## src/rtl/argmax_row_sequencer.sv

```systemverilog
// Issues one row read per cycle, follows the fixed memory read latency and records each row's argmax.
// Define ARGMAX_SIGNED_EN to compare elements as two's-complement signed values (unsigned otherwise).
module argmax_row_sequencer #(
    parameter int DOT_PROD_WIDTH    = 16,
    parameter int FM_WM_COLS        = 3,
    parameter int FEATURE_ROWS      = 6,
    parameter int MAX_ADDRESS_WIDTH = 2,
    parameter int RD_LATENCY        = 1,
    parameter int ROW_WIDTH         = (FEATURE_ROWS > 1) ? $clog2(FEATURE_ROWS) : 1
) (
    input  logic                                             clk,
    input  logic                                             reset,
    input  logic                                             start,
    input  logic [FM_WM_COLS-1:0][DOT_PROD_WIDTH-1:0]        fm_wm_adj_out,
    output logic [ROW_WIDTH-1:0]                             fm_wm_adj_row,
    output logic                                             rd_en,
    output logic                                             busy,
    output logic                                             done,
    output logic [FEATURE_ROWS-1:0][MAX_ADDRESS_WIDTH-1:0]   max_addi_answer
);

    typedef enum logic [1:0] {IDLE, ISSUE, DRAIN, DONE} state_t;

    localparam logic [RD_LATENCY-1:0] OLDEST_MASK = RD_LATENCY'(1) << (RD_LATENCY - 1);

    state_t                       state_reg, state_next;
    logic [ROW_WIDTH-1:0]         counter_reg, counter_next;
    logic [RD_LATENCY-1:0]        valid_reg;
    logic [ROW_WIDTH-1:0]         tag_reg [RD_LATENCY];
    logic [MAX_ADDRESS_WIDTH-1:0] answer_reg [FEATURE_ROWS];
    logic [MAX_ADDRESS_WIDTH-1:0] best_idx;
    logic [DOT_PROD_WIDTH-1:0]    best_val;
    logic                         exit_valid;
    logic [ROW_WIDTH-1:0]         exit_tag;
    logic                         pipe_pending;

    assign exit_valid    = valid_reg[RD_LATENCY-1];
    assign exit_tag      = tag_reg[RD_LATENCY-1];
    // Anything still in flight besides the entry returning this cycle keeps us in DRAIN.
    assign pipe_pending  = |(valid_reg & ~OLDEST_MASK);
    assign fm_wm_adj_row = counter_reg;

    always_ff @(posedge clk or posedge reset) begin
        if (reset) begin
            state_reg   <= IDLE;
            counter_reg <= '0;
        end else begin
            state_reg   <= state_next;
            counter_reg <= counter_next;
        end
    end

    always_comb begin
        state_next   = state_reg;
        counter_next = counter_reg;
        rd_en        = 1'b0;
        busy         = 1'b0;
        done         = 1'b0;
        case (state_reg)
            IDLE: begin
                if (start) begin
                    state_next   = ISSUE;
                    counter_next = '0;
                end
            end
            ISSUE: begin
                rd_en = 1'b1;
                busy  = 1'b1;
                if (counter_reg == ROW_WIDTH'(FEATURE_ROWS - 1)) begin
                    state_next   = DRAIN;
                    counter_next = '0;
                end else begin
                    counter_next = counter_reg + ROW_WIDTH'(1);
                end
            end
            DRAIN: begin
                busy = 1'b1;
                if (!pipe_pending) state_next = DONE;
            end
            DONE: begin
                done       = 1'b1;
                state_next = IDLE;
            end
            default: state_next = IDLE;
        endcase
    end

    // Latency pipe: stage 0 takes the issued row, the last stage lines up with returning data.
    generate
        for (genvar gi = 0; gi < RD_LATENCY; gi++) begin : g_pipe
            always_ff @(posedge clk or posedge reset) begin
                if (reset) begin
                    valid_reg[gi] <= 1'b0;
                    tag_reg[gi]   <= '0;
                end else if (gi == 0) begin
                    valid_reg[gi] <= rd_en;
                    tag_reg[gi]   <= counter_reg;
                end else begin
                    valid_reg[gi] <= valid_reg[(gi > 0) ? gi - 1 : 0];
                    tag_reg[gi]   <= tag_reg[(gi > 0) ? gi - 1 : 0];
                end
            end
        end
    endgenerate

    // Strict greater-than scan so ties keep the lowest index.
    always_comb begin
        best_idx = '0;
        best_val = fm_wm_adj_out[0];
        for (int i = 1; i < FM_WM_COLS; i++) begin
`ifdef ARGMAX_SIGNED_EN
            if ($signed(fm_wm_adj_out[i]) > $signed(best_val)) begin
`else
            if (fm_wm_adj_out[i] > best_val) begin
`endif
                best_val = fm_wm_adj_out[i];
                best_idx = MAX_ADDRESS_WIDTH'(i);
            end
        end
    end

    generate
        for (genvar gi = 0; gi < FEATURE_ROWS; gi++) begin : g_answer
            always_ff @(posedge clk or posedge reset) begin
                if (reset) begin
                    answer_reg[gi] <= '0;
                end else if (exit_valid && exit_tag == ROW_WIDTH'(gi)) begin
                    answer_reg[gi] <= best_idx;
                end
            end
            assign max_addi_answer[gi] = answer_reg[gi];
        end
    endgenerate

endmodule

```

## config.mk

```make
export PLATFORM = sky130hd
export DESIGN_NAME = argmax_row_sequencer
export DESIGN_NICKNAME = d
export VERILOG_FILES = /design/src/rtl/argmax_row_sequencer.sv
export SDC_FILE = /design/constraint.sdc
export NUM_CORES = 1
export LEC_CHECK = 0
export CELL_PAD_IN_SITES_DETAIL_PLACEMENT = 0
export CELL_PAD_IN_SITES_GLOBAL_PLACEMENT = 1
export CORE_MARGIN = 2
export CORE_UTILIZATION = 35
export DETAILED_ROUTE_END_ITERATION = 8
export HOLD_SLACK_MARGIN = 0.06
export MAX_ROUTING_LAYER = met4
export PLACE_DENSITY_LB_ADDON = 0.1
export REMOVE_ABC_BUFFERS = 1
export SYNTH_ARGS = -nofsm -noshare
export SYNTH_HDL_FRONTEND = slang
export SYNTH_SLANG_ARGS = --single-unit
```

## constraint.sdc

```tcl
create_clock -name clk -period 3.8 [get_ports clk]
set_input_delay 0.57 -clock clk [delete_from_list [all_inputs] [get_ports clk]]
set_output_delay 0.57 -clock clk [all_outputs]
set_load 0.02 [all_outputs]
```

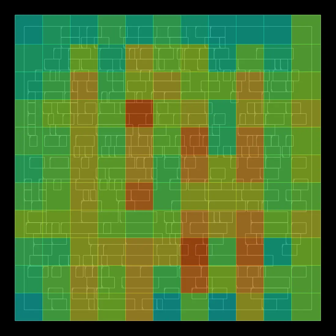
(images/final_congestion.png)
gr usage total: 15.8%
met2 global-route usage: 25.5%
Global Route met3 Usage: 2.96%

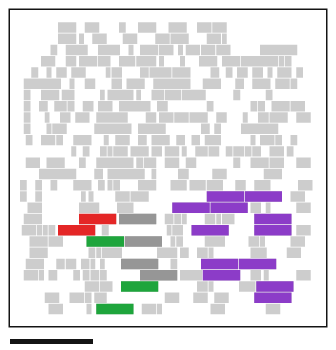
(images/registers.png)
Scale bar: 20 microns. Other sequential cells in the stronger gray, the rest of the logic in the fainter gray.
- fm_wm_adj_row: green (sequential cells 3)
- state_reg: red (sequential cells 2)
- max_addi_answer: purple (sequential cells 12)
- not colored: 4

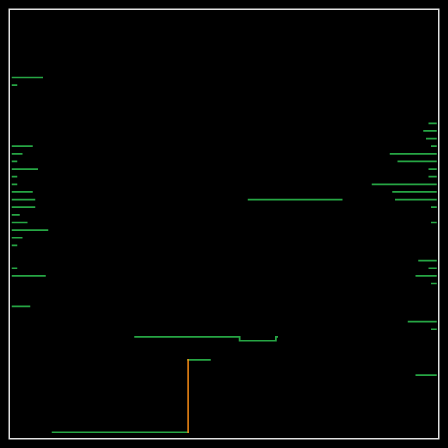
(images/metal_stack.png)
Two of the layers only.
- met3: green (wire length 189 microns)
- met4: orange (wire length 12.9 microns)

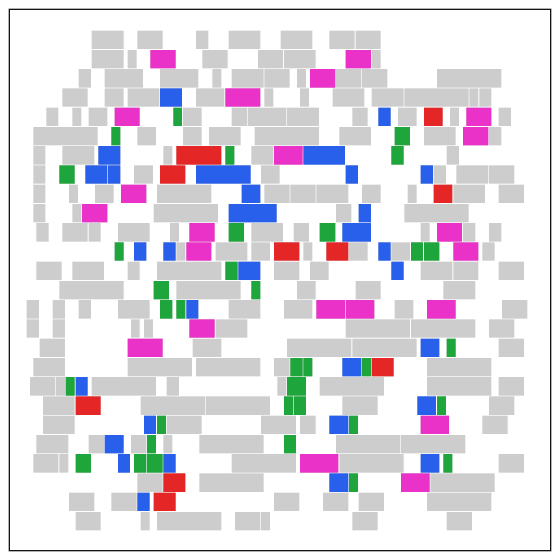
(images/gate_families.png)
- AND-OR and OR-AND gates: red (cells 10)
- inverting AOI/OAI gates: blue (cells 31)
- NAND gates: green (cells 34)
- multiplexers: magenta (cells 22; where spread over the die)

report_power, final:
| part | leakage, nW | internal, mW | switching (mW) |
|---|---|---|---|
| Clock | 0.0255 | 0.0729 | 0.0677 |
| Sequential | 0.259 | 0.329 | 0.0806 |
| Combinational | 1.10 | 0.408 | 0.383 |
layout by cell type (no fill, tap or decap), types with 2 or more instances in the layout:
master,count
a22o_1,2
dlymetal6s2s_1,6
o21ai_0,5
inv_2,9
nand2_1,17
nand4_1,6
ha_4,9
ha_2,3
buf_4,16
mux2_2,6
ha_1,24
clkdlybuf4s50_1,38
a21o_1,2
a221o_1,2
inv_1,13
buf_6,3
mux2i_1,13
clkbuf_2,23
nor2b_1,6
a21oi_1,7
o31a_1,2
o21ai_1,3
o31ai_1,6
nor2_1,3
dfrtp_1,21
mux2i_2,2
clkbuf_8,3
a21oi_2,4
nand3_1,8
worst max-delay path, stage by stage:
cell             delay (ns)
clkdlybuf4s50_1        0.53
ha_4                   0.23
a21oi_4                0.17
a21boi_4               0.08
o31a_4                 0.39
buf_4                  0.15
buf_6                  0.12
mux2i_1                0.12
ha_2                   0.18
a21oi_2                0.14
o21ai_1                0.08
a221o_1                0.33
o31a_1                 0.37
mux2_4                 0.30
logic make-up (layout without fill, tap and decap cells):
logic type / count (synthesis) / count (layout) / share of synthesized area (%)
and+or+nand+nor: 47 / 47 / 12.9
adders and majority gates: 36 / 36 / 24.6
DFF: 21 / 21 / 28.7
muxes: 22 / 22 / 12.5
buffers and inverters: 25 / 113 / 6.36
AOI/OAI and AO/OA: 40 / 41 / 14.9
==> metrics.csv <==
metric,value,unit
num-fill-cells,514,
cp_max_fo,6,
dpl_cell_area,2670,sq um
viasPerCell,4.81,
rsz0062_at_grt,no,
ys_area,1830,sq um
multiInputCombCellCount,146,
fin_cells,350,
post_drt_wl_per_cell,13.0,microns
postCtsSetupBuffers,2,
hold_path_class,reg2reg,
setup_slack,0.179,ns
mi_logic_area,1400,sq um
top_area_share,28.7,%
drt_iter0_markers,55,
hold_viol_final,0,
biggestCellCategory,multi-input combinational cells,
dr.pass1.iters,4,
max_slew_margin,49.6,%
cts_buffer_depth,2,
synth_seq_share,28.7,%
dp_hpwl,3.59,mm
largest_reg_flops,12,
drc,0,
num_vias,1683,
drive_gt1_share,31.1,%
timing.rr.end,state_reg[0],
cts_max_level,1,
sh_seq_area,18.3,%
routed.top_layer,met4,
chipArea,5820,sq um
synth_flops,21,
synth_area,1830,sq um
wirelength,4.54,mm
gp_congestion,0.787,
antenna_found_initial,0,
edf_count,0,
hold_path_depth,0,
netlist_instances,191,
clock_sinks,21,
vdd_drop_max,0.463,mV
leakagePower,1.38,nW
inv_count,22,
max_freq,276,MHz
status,"finished, final reports clean",
pre_cts_slack,-0.708,ns
finalCriticalPeriod,3.62,ns
setup_viol,0,
reg2reg_slack,2.33,ns
grt_overflow,0,
arrival,3.77,ns
core-area,5070,sq um
met1Wirelength,2.22,mm
numCtsBuffers,3,
dp.cells,340,
top_cells_by_count,"ha_1 (36), inv_1 (22), dfrtp_1 (21)",
No activity file was given, so power comes from the tool's default toggle rates.
